<file path="src/rtl/mem_arbiter_if.sv">
// Bundle of requester and Memory-side signals for mem_arbiter.
// slave = the arbiter itself; master = requesters plus Memory.
interface mem_arbiter_if;
  logic        cpu_req;
  logic        cpu_we;
  logic [15:0] cpu_addr;
  logic [15:0] cpu_wdata;
  logic        cpu_ack;
  logic [15:0] cpu_rdata;
  logic        dma_req;
  logic        dma_we;
  logic [15:0] dma_addr;
  logic [15:0] dma_wdata;
  logic        dma_ack;
  logic [15:0] dma_rdata;
  logic [15:0] mem_addr;
  logic        mem_en;
  logic        mem_load_bar;
  logic        mem_drive;
  logic [15:0] mem_wdata;
  logic [15:0] mem_rdata;
  logic        rom_wr_err;

  modport slave (
    input  cpu_req, cpu_we, cpu_addr, cpu_wdata,
    input  dma_req, dma_we, dma_addr, dma_wdata,
    input  mem_rdata,
    output cpu_ack, cpu_rdata, dma_ack, dma_rdata,
    output mem_addr, mem_en, mem_load_bar, mem_drive, mem_wdata, rom_wr_err
  );

  modport master (
    output cpu_req, cpu_we, cpu_addr, cpu_wdata,
    output dma_req, dma_we, dma_addr, dma_wdata,
    output mem_rdata,
    input  cpu_ack, cpu_rdata, dma_ack, dma_rdata,
    input  mem_addr, mem_en, mem_load_bar, mem_drive, mem_wdata, rom_wr_err
  );
endinterface

</file>
<file path="src/rtl/mem_arbiter.sv">
// Round-robin arbiter sharing one single-ported Memory between CPU and DMA,
// sequencing IDLE -> ACCESS -> DONE and dropping writes aimed at the ROM region.
module mem_arbiter #(
  parameter int ROM_TOP     = 256,
  parameter int WAIT_STATES = 0
) (
  input  logic          clk,
  input  logic          reset_bar,
  mem_arbiter_if.slave  bus
);

  typedef enum logic [1:0] {IDLE, ACCESS, DONE} state_t;

  state_t      r_state;
  state_t      w_next;
  logic        r_gnt_dma;
  logic        r_last_dma;
  logic        r_we;
  logic        r_err;
  logic [15:0] r_addr;
  logic [15:0] r_wdata;
  logic [15:0] r_cpu_rdata;
  logic [15:0] r_dma_rdata;
  logic [2:0]  r_cnt;

  logic        w_any;
  logic        w_pick_dma;
  logic        w_sel_we;
  logic [15:0] w_sel_addr;
  logic [15:0] w_sel_wdata;
  logic        w_last_beat;

  // On a tie the requester that was not served last wins.
  assign w_any       = bus.cpu_req | bus.dma_req;
  assign w_pick_dma  = bus.dma_req & (~bus.cpu_req | ~r_last_dma);
  assign w_sel_we    = w_pick_dma ? bus.dma_we    : bus.cpu_we;
  assign w_sel_addr  = w_pick_dma ? bus.dma_addr  : bus.cpu_addr;
  assign w_sel_wdata = w_pick_dma ? bus.dma_wdata : bus.cpu_wdata;
  assign w_last_beat = (r_cnt == 3'(WAIT_STATES));

  always_ff @(posedge clk or negedge reset_bar) begin
    if (!reset_bar) r_state <= IDLE;
    else            r_state <= w_next;
  end

  always_comb begin
    w_next = r_state;
    case (r_state)
      IDLE:    if (w_any) w_next = ACCESS;
      ACCESS:  if (w_last_beat) w_next = DONE;
      DONE:    w_next = IDLE;
      default: w_next = IDLE;
    endcase
  end

  always_ff @(posedge clk or negedge reset_bar) begin
    if (!reset_bar) begin
      r_gnt_dma   <= 1'b0;
      r_last_dma  <= 1'b1;
      r_we        <= 1'b0;
      r_err       <= 1'b0;
      r_addr      <= '0;
      r_wdata     <= '0;
      r_cpu_rdata <= '0;
      r_dma_rdata <= '0;
      r_cnt       <= '0;
    end else begin
      if (r_state == IDLE && w_any) begin
        r_gnt_dma  <= w_pick_dma;
        r_last_dma <= w_pick_dma;
        r_we       <= w_sel_we;
        r_err      <= w_sel_we & ({1'b0, w_sel_addr} < 17'(ROM_TOP));
        r_addr     <= w_sel_addr;
        r_wdata    <= w_sel_wdata;
      end
      if (r_state == ACCESS) begin
        r_cnt <= w_last_beat ? 3'd0 : r_cnt + 3'd1;
        // Read data is captured only on the closing edge of the access window.
        if (w_last_beat && !r_we) begin
          if (r_gnt_dma) r_dma_rdata <= bus.mem_rdata;
          else           r_cpu_rdata <= bus.mem_rdata;
        end
      end
    end
  end

  always_comb begin
    bus.mem_en       = 1'b0;
    bus.mem_drive    = 1'b0;
    bus.mem_load_bar = 1'b1;
    bus.cpu_ack      = 1'b0;
    bus.dma_ack      = 1'b0;
    bus.rom_wr_err   = 1'b0;
    case (r_state)
      ACCESS: begin
        bus.mem_en       = ~r_we;
        bus.mem_drive    = r_we & ~r_err;
        bus.mem_load_bar = ~(r_we & ~r_err);
      end
      DONE: begin
        bus.cpu_ack    = ~r_gnt_dma;
        bus.dma_ack    = r_gnt_dma;
        bus.rom_wr_err = r_err;
      end
      default: ;
    endcase
  end

  assign bus.mem_addr  = r_addr;
  assign bus.mem_wdata = r_wdata;
  assign bus.cpu_rdata = r_cpu_rdata;
  assign bus.dma_rdata = r_dma_rdata;

endmodule

</file>
<file path="src/flat_wrapper.sv">
// flat-port wrapper written by rule: the top's interface ports become plain ports
module mem_arbiter_flat 
#(
  parameter int ROM_TOP     = 256,
  parameter int WAIT_STATES = 0
)
  (clk, reset_bar, bus_cpu_req, bus_cpu_we, bus_cpu_addr, bus_cpu_wdata, bus_dma_req, bus_dma_we, bus_dma_addr, bus_dma_wdata, bus_mem_rdata, bus_cpu_ack, bus_cpu_rdata, bus_dma_ack, bus_dma_rdata, bus_mem_addr, bus_mem_en, bus_mem_load_bar, bus_mem_drive, bus_mem_wdata, bus_rom_wr_err);
  mem_arbiter_if bus_i ();
  input  logic clk;
  input  logic reset_bar;
  input wire logic [$bits(bus_i.cpu_req)-1:0] bus_cpu_req;
  input wire logic [$bits(bus_i.cpu_we)-1:0] bus_cpu_we;
  input wire logic [$bits(bus_i.cpu_addr)-1:0] bus_cpu_addr;
  input wire logic [$bits(bus_i.cpu_wdata)-1:0] bus_cpu_wdata;
  input wire logic [$bits(bus_i.dma_req)-1:0] bus_dma_req;
  input wire logic [$bits(bus_i.dma_we)-1:0] bus_dma_we;
  input wire logic [$bits(bus_i.dma_addr)-1:0] bus_dma_addr;
  input wire logic [$bits(bus_i.dma_wdata)-1:0] bus_dma_wdata;
  input wire logic [$bits(bus_i.mem_rdata)-1:0] bus_mem_rdata;
  output wire logic [$bits(bus_i.cpu_ack)-1:0] bus_cpu_ack;
  output wire logic [$bits(bus_i.cpu_rdata)-1:0] bus_cpu_rdata;
  output wire logic [$bits(bus_i.dma_ack)-1:0] bus_dma_ack;
  output wire logic [$bits(bus_i.dma_rdata)-1:0] bus_dma_rdata;
  output wire logic [$bits(bus_i.mem_addr)-1:0] bus_mem_addr;
  output wire logic [$bits(bus_i.mem_en)-1:0] bus_mem_en;
  output wire logic [$bits(bus_i.mem_load_bar)-1:0] bus_mem_load_bar;
  output wire logic [$bits(bus_i.mem_drive)-1:0] bus_mem_drive;
  output wire logic [$bits(bus_i.mem_wdata)-1:0] bus_mem_wdata;
  output wire logic [$bits(bus_i.rom_wr_err)-1:0] bus_rom_wr_err;
  assign bus_i.cpu_req = bus_cpu_req;
  assign bus_i.cpu_we = bus_cpu_we;
  assign bus_i.cpu_addr = bus_cpu_addr;
  assign bus_i.cpu_wdata = bus_cpu_wdata;
  assign bus_i.dma_req = bus_dma_req;
  assign bus_i.dma_we = bus_dma_we;
  assign bus_i.dma_addr = bus_dma_addr;
  assign bus_i.dma_wdata = bus_dma_wdata;
  assign bus_i.mem_rdata = bus_mem_rdata;
  assign bus_cpu_ack = bus_i.cpu_ack;
  assign bus_cpu_rdata = bus_i.cpu_rdata;
  assign bus_dma_ack = bus_i.dma_ack;
  assign bus_dma_rdata = bus_i.dma_rdata;
  assign bus_mem_addr = bus_i.mem_addr;
  assign bus_mem_en = bus_i.mem_en;
  assign bus_mem_load_bar = bus_i.mem_load_bar;
  assign bus_mem_drive = bus_i.mem_drive;
  assign bus_mem_wdata = bus_i.mem_wdata;
  assign bus_rom_wr_err = bus_i.rom_wr_err;
  mem_arbiter #(.ROM_TOP(ROM_TOP), .WAIT_STATES(WAIT_STATES)) u_core (.clk(clk), .reset_bar(reset_bar), .bus(bus_i));
endmodule
</file>
<file path="config.mk">
export PLATFORM = sky130hd
export DESIGN_NAME = mem_arbiter_flat
export DESIGN_NICKNAME = d
export VERILOG_FILES = /design/src/rtl/mem_arbiter_if.sv /design/src/rtl/mem_arbiter.sv /design/src/flat_wrapper.sv
export SDC_FILE = /design/constraint.sdc
export NUM_CORES = 1
export LEC_CHECK = 0
export ABC_AREA = 1
export CORE_MARGIN = 2
export CORE_UTILIZATION = 42
export DETAILED_ROUTE_END_ITERATION = 10
export GPL_ROUTABILITY_DRIVEN = 1
export GPL_TIMING_DRIVEN = 0
export PLACE_DENSITY = 0.81
export SKIP_CTS_REPAIR_TIMING = 1
export SYNTH_ARGS = -nofsm -noshare
export SYNTH_HDL_FRONTEND = slang
export SYNTH_SLANG_ARGS = --single-unit
</file>
<file path="constraint.sdc">
create_clock -name clk -period 1.87 [get_ports clk]
set_input_delay 0.2805 -clock clk [delete_from_list [all_inputs] [get_ports clk]]
set_output_delay 0.2805 -clock clk [all_outputs]
set_load 0.005 [all_outputs]
</file>
final_congestion.png
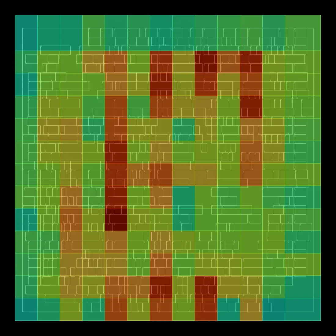
M3 GR Usage: 4.90%
WL/cell: 14.1 um
global routing met2 resource utilization: 37.4%
met1 capacity usage during global routing: 24.7%

gate_families.png
Scale: 3 px per um.
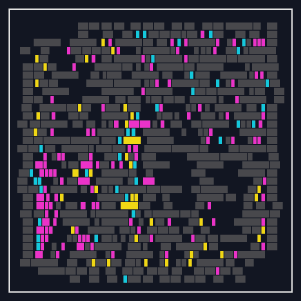
- magenta: NAND gates (cells 111; where spread over the die)
- cyan: inverters (cells 37; where spread over the die)
- yellow: NOR gates (cells 38; where spread over the die)

zoom.png
Window x 34 to 59, y 16 to 41 um. Cells in grey, sequential cells in the stronger grey; small squares are vias.
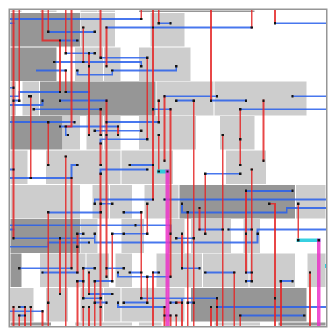
- blue: met1
- cyan: met3
- magenta: met4
- red: met2
- cells with their middle in the window: 43
- netlist names of flops here include: `u_core.bus.mem_wdata` (3)
- sequential cells in the window: 5
- most frequent: clkdlybuf4s50_1 (6), dfrtp_1 (5)

pins.png
Scale: 4 px per um. Pins as bars across the die edge, other pins in grey.
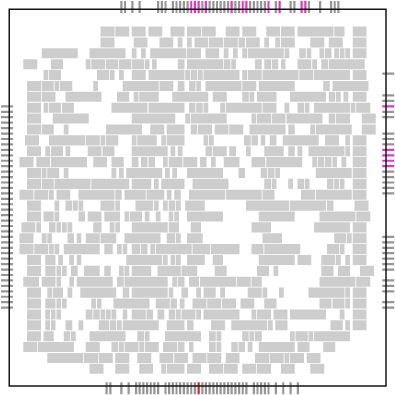
- red: `bus_rom_wr_err` (pins 1; direction output; edge bottom)
- magenta: `bus_mem_rdata` (pins 16; direction input; edge 11 top, 5 right)
- all pins by edge: 45 top, 43 bottom, 38 left, 30 right

registers.png
Scale: 3 px per um. Other sequential cells in the stronger grey, the rest of the logic in the fainter grey.
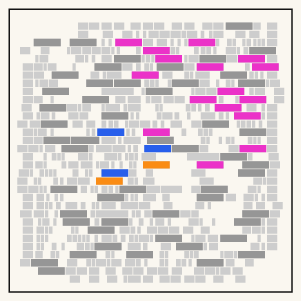
- orange: `u_core.r_state` (flops 2)
- blue: `u_core.r_cnt` (flops 3)
- magenta: `u_core.bus.dma_rdata` (flops 16)
- not coloured: 52
Seq area share: 34.2%
Seq group: 0.00276 W
sequential standard cell area: 1830 sq um
core utilization of the finished layout: 68.8%

[critical path, cell delays in order, from the launching register on]
cell and delay (ps):
sky130_fd_sc_hd__dfrtp_1 420, sky130_fd_sc_hd__or2_2 340, sky130_fd_sc_hd__nor2_1 90, sky130_fd_sc_hd__dlymetal6s2s_1 170
[sequential cells by signal, indices dropped and copies added, names as in the netlist]
signal and cells:
u_core.r_cnt 3, u_core.bus.dma_rdata 16, u_core.r_state 2, u_core.bus.mem_wdata 16, u_core.bus.cpu_rdata 16, u_core.r_gnt_dma 1, u_core.r_last_dma 1, u_core.r_we 1
u_core.bus.mem_addr 16, u_core.r_err 1
[power by group through the flow]
stage	Combinational [W]	Clock (W)	Sequential [W]
6_report	0.00388	0.00151	0.00276
5_1_grt	0.00426	0.00160	0.00285
4_1_cts	0.00389	0.00152	0.00277
3_5_place_dp	0.00388	0	0.00280
3_3_place_gp	0.00378	0	0.00277
2_1_floorplan	0.00169	0	0.00282
[synth_stat cells]
library cell	number
sky130_fd_sc_hd__nand3_1	4
sky130_fd_sc_hd__dfrtp_1	72
sky130_fd_sc_hd__inv_2	3
sky130_fd_sc_hd__or2_1	1
sky130_fd_sc_hd__nor2_2	1
sky130_fd_sc_hd__buf_6	4
sky130_fd_sc_hd__o21ai_2	34
sky130_fd_sc_hd__o21ai_0	22
sky130_fd_sc_hd__nand2_4	2
sky130_fd_sc_hd__buf_8	1
sky130_fd_sc_hd__ha_1	2
sky130_fd_sc_hd__buf_12	1
sky130_fd_sc_hd__nand2_2	1
sky130_fd_sc_hd__buf_4	2
sky130_fd_sc_hd__nand3_2	2
sky130_fd_sc_hd__o21ai_1	36
sky130_fd_sc_hd__nor3_4	1
sky130_fd_sc_hd__nand3b_1	7
sky130_fd_sc_hd__dfstp_2	1
sky130_fd_sc_hd__nor3_1	1
sky130_fd_sc_hd__nand2_1	95
sky130_fd_sc_hd__inv_1	34
sky130_fd_sc_hd__buf_2	11
sky130_fd_sc_hd__nor2_1	35
sky130_fd_sc_hd__or2_2	1
sky130_fd_sc_hd__o22ai_1	1
[metrics by stage]
stage	setup slack [ps]	total power (W)	setup TNS (ps)
after floorplan	512	0.00451	0
after global placement	-1940	0.00655	-140530
after detailed placement	105	0.00668	0
after CTS	-214	0.00818	-940
after global routing	156	0.00872	0
final	233	0.00815	0
[layer usage]
metal | vias to the layer above | global-route usage (%)
met5 | - | 0
met4 | 0 | 7.85
met3 | 18 | 4.90
met2 | 91 | 37.4
met1 | 1472 | 24.7
li1 | 1536 | -
[area by class of cell]
type / instances / area [sq um] / area share, %
clock inverter: 6 / 115 / 2.16
sequential: 73 / 1830 / 34.2
inverter: 37 / 139 / 2.60
buffer: 19 / 150 / 2.81
clock buffer: 10 / 128 / 2.39
timing repair buffer: 156 / 1570 / 29.4
tap: 102 / 128 / 2.39
multi-input combinational: 246 / 1280 / 24.1
[cell families after synthesis]
group	after synthesis
AND-OR/OR-AND	93
buffers and inverters	56
adder cells (fa/ha/maj)	2
flip-flops	73
AND/OR/NAND/NOR	151
==> report_table.html <==
<!-- implementation run metrics -->
<table>
<tr><th>Metric</th><th>Value</th></tr>
<tr><th colspan="2">STA</th></tr>
<tr><td>Unrepaired setup endpoints after global routing</td><td>false</td></tr>
<tr><td>Fmax</td><td>611 MHz</td></tr>
<tr><td>Share of the cycle needed by the critical path after routing</td><td>87.5%</td></tr>
<tr><td>Slew at the pin closest to its max-slew limit</td><td>909 ps</td></tr>
<tr><td>Final number of max-transition violations</td><td>0</td></tr>
<tr><td>Clock period minus worst slack</td><td>1640 ps</td></tr>
<tr><th colspan="2">Critical path</th></tr>
<tr><td>Crit Reg-Reg Endpoint</td><td>u_core.bus.cpu_rdata[6]$_DFFE_PN0P_</td></tr>
<tr><td>Type of destination of the critical path</td><td>output pin</td></tr>
<tr><td>Critical Path Start</td><td>u_core.r_state[0]$_DFFE_PN0P_</td></tr>
<tr><td>CP Class</td><td>reg2out</td></tr>
<tr><td>R2R Path Start</td><td>u_core.r_cnt[0]$_DFFE_PN0P_</td></tr>
<tr><td>Crit path to</td><td>bus_dma_ack</td></tr>
<tr><td>Required time at the worst-slack endpoint</td><td>1590 ps</td></tr>
<tr><td>Arr. time, crit path</td><td>1360 ps</td></tr>
<tr><td>Reg-to-reg setup timing slack</td><td>280 ps</td></tr>
<tr><th colspan="2">Yosys</th></tr>
<tr><td>Cell type with the largest total area</td><td>sky130_fd_sc_hd__dfrtp_1</td></tr>
<tr><td>Distinct cell type count after synthesis</td><td>26</td></tr>
<tr><td>Avg Inst Size Synth</td><td>9.03 sq um</td></tr>
<tr><td>Area fraction in full adders, half adders and majority gates</td><td>0.739%</td></tr>
<tr><td>YS chip area</td><td>3390 sq um</td></tr>
<tr><td>Cell types occupying the most area after synthesis</td><td>sky130_fd_sc_hd__dfrtp_1, sky130_fd_sc_hd__nand2_1, sky130_fd_sc_hd__o21ai_2</td></tr>
<tr><td>Fraction of the mapped netlist area in simple logic gates</td><td>19.2%</td></tr>
<tr><td>Yosys cell count</td><td>375</td></tr>
<tr><td>Compound Share, Synth</td><td>17.6%</td></tr>
<tr><td>Number of storage elements in the synthesis netlist</td><td>73</td></tr>
<tr><td>Mux cell area share after synthesis</td><td>0%</td></tr>
<tr><td>Number of warnings issued by yosys</td><td>0</td></tr>
<tr><td>Top logic cell family in the synthesized netlist</td><td>simple AND/OR/NAND/NOR gates</td></tr>
<tr><th colspan="2">Final layout</th></tr>
<tr><td>Final net count</td><td>630</td></tr>
<tr><td>Most common cell after layout, fill and taps aside</td><td>sky130_fd_sc_hd__clkdlybuf4s50_1</td></tr>
<tr><td>Antenna diode count</td><td>0</td></tr>
<tr><td>Layout cell share with drive strength beyond 1</td><td>15.5%</td></tr>
<tr><th colspan="2">GRT</th></tr>
<tr><td>Number of global-route vias before repair</td><td>3055</td></tr>
<tr><td>Total routing resource utilization after global routing</td><td>21.1%</td></tr>
<tr><th colspan="2">Worst hold path</th></tr>
<tr><td>Class of the worst hold path</td><td>in2async</td></tr>
<tr><th colspan="2">Detailed routing</th></tr>
<tr><td>Starting DRT DRC Count</td><td>115</td></tr>
<tr><td>Number of design rule violations left after detail routing</td><td>0</td></tr>
<tr><td>DRT met1 WL</td><td>3.71 mm</td></tr>
<tr><td>Highest metal layer with signal wires</td><td>met4</td></tr>
<tr><td>Router iterations before antenna repair</td><td>4</td></tr>
<tr><td>Post-Route WL</td><td>9.12 mm</td></tr>
<tr><td>Detailed-route via count</td><td>3117</td></tr>
<tr><th colspan="2">Pwr</th></tr>
<tr><td>Clk network pwr share</td><td>18.5%</td></tr>
<tr><td>Gate power share</td><td>47.6%</td></tr>
<tr><td>Areal power density over the cells</td><td>1530 nW/um^2</td></tr>
<tr><td>Share of total power consumed by net switching</td><td>33.7%</td></tr>
<tr><th colspan="2">Clocking</th></tr>
<tr><td>Number of clock sinks</td><td>73</td></tr>
<tr><td>Late-Pin Clk Latency</td><td>340 ps</td></tr>
<tr><td>Clock Pin Slew Worst Setup and Hold Paths</td><td>80 ps</td></tr>
<tr><td>H-tree depth</td><td>3</td></tr>
<tr><td>Total clock buffers created by CTS</td><td>9</td></tr>
<tr><th colspan="2">Run status</th></tr>
<tr><td>Status</td><td>finished clean</td></tr>
<tr><th colspan="2">Die</th></tr>
<tr><td>Die outline area</td><td>8800 sq um</td></tr>
<tr><td>Initial core utilization</td><td>43.6%</td></tr>
<tr><td>Core footprint</td><td>7770 sq um</td></tr>
<tr><td>Std-Cell Rows</td><td>32</td></tr>
<tr><td>Die span in x</td><td>93.8 um</td></tr>
<tr><th colspan="2">Placement</th></tr>
<tr><td>Final HPWL DP</td><td>6.91 mm</td></tr>
<tr><td># port buffers</td><td>154</td></tr>
</table>
Power is estimated from default activity; no workload was simulated.
